### src/rtl/sprite_pkg.sv
// Shared game constants, match-control defaults and the game-state encoding.
package sprite_pkg;

    localparam int unsigned SCREEN_W  = 640;
    localparam int unsigned SCREEN_H  = 480;
    localparam int unsigned PADDLE_H  = 48;
    localparam int unsigned BALL_SIZE = 8;

    localparam int unsigned WIN_SCORE_DEF   = 7;
    localparam int unsigned SERVE_DELAY_DEF = 60;
    localparam int unsigned WIN_BY_TWO_DEF  = 0;

    typedef enum logic [2:0] {
        ST_IDLE  = 3'd0,
        ST_SERVE = 3'd1,
        ST_PLAY  = 3'd2,
        ST_PAUSE = 3'd3,
        ST_OVER  = 3'd4
    } game_state_t;

    // True when the scorer's new total ends the match.
    function automatic logic wins(input int unsigned scorer, input int unsigned opp,
                                  input int unsigned win_score, input logic by_two);
        return (scorer >= win_score) && (!by_two || (scorer >= opp + 2));
    endfunction

endpackage

### src/rtl/key_edge.sv
// Rising-edge detector for a key level; held-through-reset keys give no edge.
module key_edge (
    input  logic clk,
    input  logic rst,
    input  logic key,
    output logic rise
);

    logic prev;

    always_ff @(posedge clk) begin
        if (rst) prev <= 1'b1;
        else     prev <= key;
    end

    assign rise = key & ~prev;

endmodule

### src/rtl/pong_match_ctrl.sv
// Pong match controller: serve timing, scoring, pause and game-over sequencing.
module pong_match_ctrl
    import sprite_pkg::*;
#(
    parameter int unsigned WIN_SCORE   = WIN_SCORE_DEF,
    parameter int unsigned SCORE_W     = 4,
    parameter int unsigned SERVE_DELAY = SERVE_DELAY_DEF,
    parameter int unsigned WIN_BY_TWO  = WIN_BY_TWO_DEF
) (
    input  logic               clk_i,
    input  logic               rst_i,
    input  logic               new_frame_i,
    input  logic               start_i,
    input  logic               pause_i,
    input  logic               miss_left_i,
    input  logic               miss_right_i,
    output logic               ball_run_o,
    output logic               ball_reset_o,
    output logic               serve_dir_o,
    output logic [SCORE_W-1:0] score_l_o,
    output logic [SCORE_W-1:0] score_r_o,
    output logic [2:0]         state_o,
    output logic               winner_o
);

    // A zero serve delay behaves as a single frame.
    localparam int unsigned DELAY = (SERVE_DELAY == 0) ? 1 : SERVE_DELAY;
    localparam int unsigned CNT_W = (SERVE_DELAY == 0) ? 1 : $clog2(SERVE_DELAY + 1);
    localparam logic [CNT_W-1:0]   LAST      = CNT_W'(DELAY - 1);
    localparam logic [SCORE_W-1:0] SCORE_MAX = '1;

    if (WIN_SCORE > (2 ** SCORE_W) - 1) begin : g_bad_win_score
        $error("WIN_SCORE exceeds the largest score SCORE_W bits can hold");
    end

    game_state_t        state;
    logic [CNT_W-1:0]   frames;
    logic [SCORE_W-1:0] l_next;
    logic [SCORE_W-1:0] r_next;
    logic               l_win;
    logic               r_win;
    logic               start_rise;
    logic               pause_rise;

    key_edge u_start (.clk(clk_i), .rst(rst_i), .key(start_i), .rise(start_rise));
    key_edge u_pause (.clk(clk_i), .rst(rst_i), .key(pause_i), .rise(pause_rise));

    always_comb begin
        l_next = (score_l_o == SCORE_MAX) ? score_l_o : score_l_o + SCORE_W'(1);
        r_next = (score_r_o == SCORE_MAX) ? score_r_o : score_r_o + SCORE_W'(1);
        l_win  = wins(32'(l_next), 32'(score_r_o), WIN_SCORE, WIN_BY_TWO != 0);
        r_win  = wins(32'(r_next), 32'(score_l_o), WIN_SCORE, WIN_BY_TWO != 0);
    end

    always_ff @(posedge clk_i) begin
        if (rst_i) begin
            state        <= ST_IDLE;
            frames       <= '0;
            score_l_o    <= '0;
            score_r_o    <= '0;
            serve_dir_o  <= 1'b1;
            ball_run_o   <= 1'b0;
            ball_reset_o <= 1'b0;
            winner_o     <= 1'b0;
        end else begin
            ball_reset_o <= 1'b0;
            case (state)
                ST_IDLE: begin
                    score_l_o <= '0;
                    score_r_o <= '0;
                    if (start_rise) begin
                        state        <= ST_SERVE;
                        serve_dir_o  <= 1'b1;
                        frames       <= '0;
                        ball_reset_o <= 1'b1;
                    end
                end
                ST_SERVE: begin
                    if (new_frame_i) begin
                        if (frames == LAST) begin
                            state      <= ST_PLAY;
                            ball_run_o <= 1'b1;
                            frames     <= '0;
                        end else begin
                            frames <= frames + CNT_W'(1);
                        end
                    end
                end
                ST_PLAY: begin
                    // Misses outrank a simultaneous pause edge.
                    if (miss_left_i && miss_right_i) begin
                        state        <= ST_SERVE;
                        ball_run_o   <= 1'b0;
                        ball_reset_o <= 1'b1;
                    end else if (miss_left_i) begin
                        score_r_o   <= r_next;
                        serve_dir_o <= 1'b0;
                        ball_run_o  <= 1'b0;
                        if (r_win) begin
                            state    <= ST_OVER;
                            winner_o <= 1'b1;
                        end else begin
                            state        <= ST_SERVE;
                            ball_reset_o <= 1'b1;
                        end
                    end else if (miss_right_i) begin
                        score_l_o   <= l_next;
                        serve_dir_o <= 1'b1;
                        ball_run_o  <= 1'b0;
                        if (l_win) begin
                            state    <= ST_OVER;
                            winner_o <= 1'b0;
                        end else begin
                            state        <= ST_SERVE;
                            ball_reset_o <= 1'b1;
                        end
                    end else if (pause_rise) begin
                        state      <= ST_PAUSE;
                        ball_run_o <= 1'b0;
                    end
                end
                ST_PAUSE: begin
                    if (pause_rise) begin
                        state      <= ST_PLAY;
                        ball_run_o <= 1'b1;
                    end
                end
                ST_OVER: begin
                    if (start_rise) begin
                        state     <= ST_IDLE;
                        score_l_o <= '0;
                        score_r_o <= '0;
                        winner_o  <= 1'b0;
                    end
                end
                default: begin
                    state      <= ST_IDLE;
                    ball_run_o <= 1'b0;
                end
            endcase
        end
    end

    assign state_o = state;

endmodule
### config.mk
export PLATFORM = sky130hd
export DESIGN_NAME = pong_match_ctrl
export DESIGN_NICKNAME = d
export VERILOG_FILES = /design/src/rtl/sprite_pkg.sv /design/src/rtl/key_edge.sv /design/src/rtl/pong_match_ctrl.sv
export SDC_FILE = /design/constraint.sdc
export NUM_CORES = 1
export LEC_CHECK = 0
export CAP_MARGIN = 5
export CORE_MARGIN = 2
export CORE_UTILIZATION = 23
export CTS_CLUSTER_SIZE = 8
export DETAILED_ROUTE_END_ITERATION = 8
export SYNTH_ARGS = -nofsm -noshare
export SYNTH_HDL_FRONTEND = slang
export SYNTH_SLANG_ARGS = --single-unit
export TNS_END_PERCENT = 10
### constraint.sdc
create_clock -name clk_i -period 2.2 [get_ports clk_i]
set_clock_uncertainty 0.05 [all_clocks]
set_input_delay 0.22 -clock clk_i [delete_from_list [all_inputs] [get_ports clk_i]]
set_output_delay 0.22 -clock clk_i [all_outputs]
set_load 0.05 [all_outputs]
Figure 1. Floorplan with the power grid.
Scale bar: 20 um. Pins as bars on the die edge. Tap cells in gray.
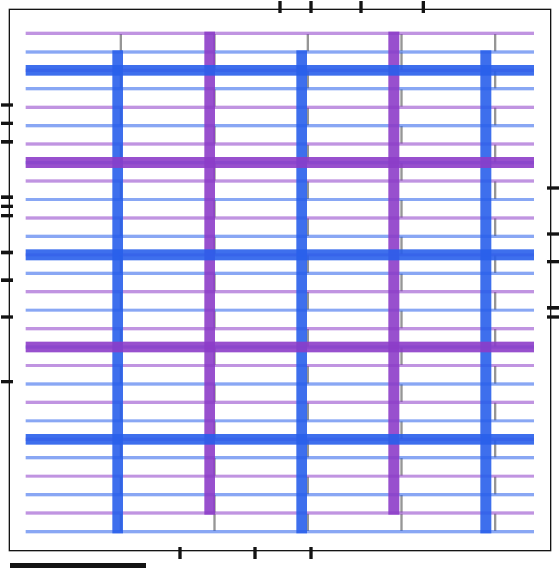
- VSS: blue
- VDD: purple
- met5 straps: 5
- met1 rails: 28
- signal pins: 22
- rows: 27
die x size: 79.6 um
Core Area: 5510 um^2
Max VDD drop: 233 uV
die height: 79.6 um

Figure 2. Cell classes on the final placement.
Scale bar: 20 um.
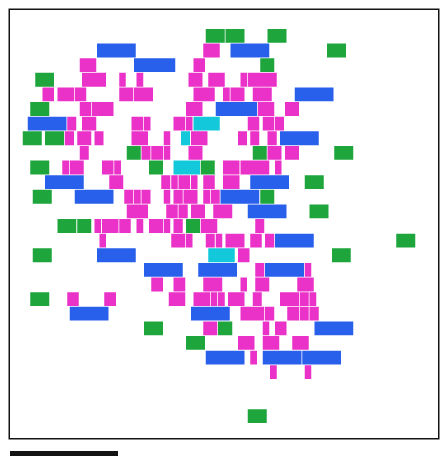
- clock drivers and dummy loads: cyan (cells 4)
- other buffers and delay cells: green (cells 30)
- flops: blue (cells 23)
- combinational and other logic: magenta (cells 127)
final instance area: 1700 um^2
fraction of area in registers: 27.2%

Figure 3. Clock network drawn from the DEF.
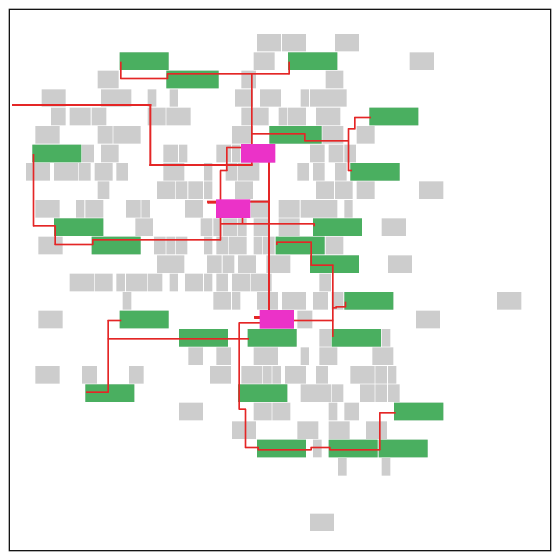
- clock drivers: magenta (count 3)
- clock wires: red (length 352 um)
- flip-flops: green (count 23)
- routed clock nets: 4
Clock Latency Late Sink: 0.28 ns
P_clk: 280 uW
Clk pwr share: 35.7%

Figure 4. Wiring by layer.
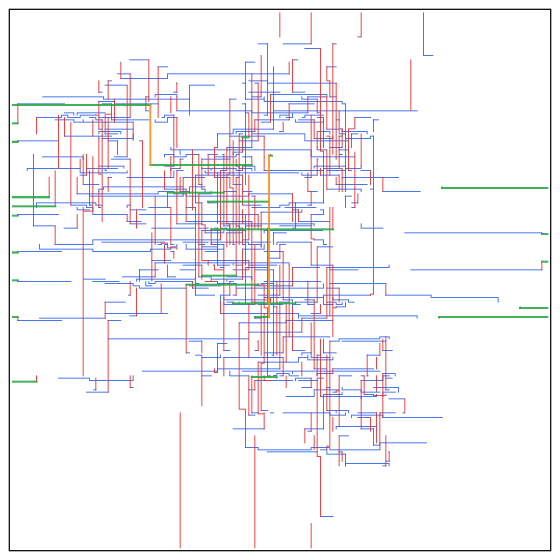
- metal 4: orange (wire length 32.6 um)
- metal 1: blue (wire length 1660 um)
- metal 2: red (wire length 1410 um)
- metal 3: green (wire length 158 um)
routed vias: 1283
Overall Global Routing Usage: 10.8%
Routed WL per cell: 12.7 um
DRT Wirelength: 3260 um

==> summary.txt <==
Min-delay src: ball_run_o$_SDFFE_PP0P_
Post-cts hold-fix buffer tally: 0
Crit. path cell count: 6
Initial antenna violation count: 0
Post-synth EDFFs: 0
Sink Count: 23
Flip-flop and latch count: 23
CP bufs+invs: 0
Clock Buffer Count: 3
Inverters: 4
Tally of OpenROAD warnings: 26
Worst-Margin Slew: 0.515 ns
Netlist Area Pre-Place: 1320 um^2
Largest regs: frames (6), score_l_o (4), score_r_o (4)
Status: finished, final reports clean
Global route overflow: 0
CP startpoint kind: register
F_max: 0.490 GHz
CP peak stage delay: 0.45 ns
Clk slew on worst S/H paths: 0.10 ns
RR Endpoint: winner_o$_SDFFE_PP0P_
FF+latch count, synth: 23
Setup Buffers After CTS: 0
Top Usage Layer GRT: met2
Post-route DRC: 0
Post-CTS sizing: 0
Yosys stat cell total: 158
Hold WC Path Type: register to register
Post-synth cell types: 48
Final Hold Violation Tally: 0
WHS Path Cells: 2
Post-synthesis chip area from yosys: 1320 um^2
Worst-path maximum fanout: 6
Register area: 463 um^2
Fraction of layout cells with a size suffix above 1: 13.6%
Comb/total area: 47.5%
Top cells by area: dfxtp_1 (35%), nor2_1 (4.9%), a21oi_1 (3.4%), ha_1 (2.9%), nand2_1 (2.9%)
Max Buffers Root-to-Sink: 2
Final std cells w/o fill: 256
Post-Synthesis Cells: 158
Layout area overhead: 29.2%
Max-slew violation count: 0
CTS tree: yes
Setup TNS: 0 ns
Top Layout Cells: dfxtp_1 (21), clkdlybuf4s50_1 (21), nor2_1 (17)
CP delay by family, top: AND-OR/OR-AND gates
Tcrit/Tclk final: 92.7%
Metal3 WL: 158 um
Comb_multi_in: 123
Min Tclk post-route: 2.04 ns
Clock root buffer: clkbuf_8
RSZ-0062 raised after global routing: no
Slew headroom: 65.6%
End-of-flow core utilization: 30.9%
Routed wl met2: 1410 um
Worst setup endpoint: winner_o$_SDFFE_PP0P_
Leading cell kind: multi-input combinational cells
PnR Total Power: 784 uW
CP Capture Type: register
Largest area contributor in the netlist: dfxtp_1
Dominant flop cell: dfxtp_1
Row cnt: 27
Synth top cells by count: dfxtp_1 (23), nor2_1 (17), nand2_1 (10)
Port buffer count: 21
NonClk Buf Share: 16.3%
Htree depth: 1
Syn avg cell area: 8.32 um^2
MI comb area: 807 um^2
logic make-up (layout without fill, tap and decap cells):
logic type / count (synthesis) / after routing / synth area share, %
simple gates: 67 / 67 / 28.2
flops: 23 / 23 / 35.0
mux: 3 / 3 / 2.38
compound gates: 46 / 46 / 25.1
fa+ha+maj: 3 / 3 / 2.85
buf+inv: 12 / 38 / 3.80
xor+xnor: 4 / 4 / 2.66
power by group:
group / switching, mW / internal (mW) / leakage [nW]
clock: 0.153 / 0.127 / 0.0255
combinational: 0.0433 / 0.0355 / 0.378
sequential: 0.00423 / 0.421 / 0.187
worst reg2reg max path, stage by stage, from the launching register on:
cell and delay, ns:
dfxtp_1 0.37, ha_1 0.33, or3b_2 0.45, a21boi_1 0.18, o31ai_1 0.11, a2111o_1 0.37, o311ai_1 0.08
Power and IR drop assume default switching activity.
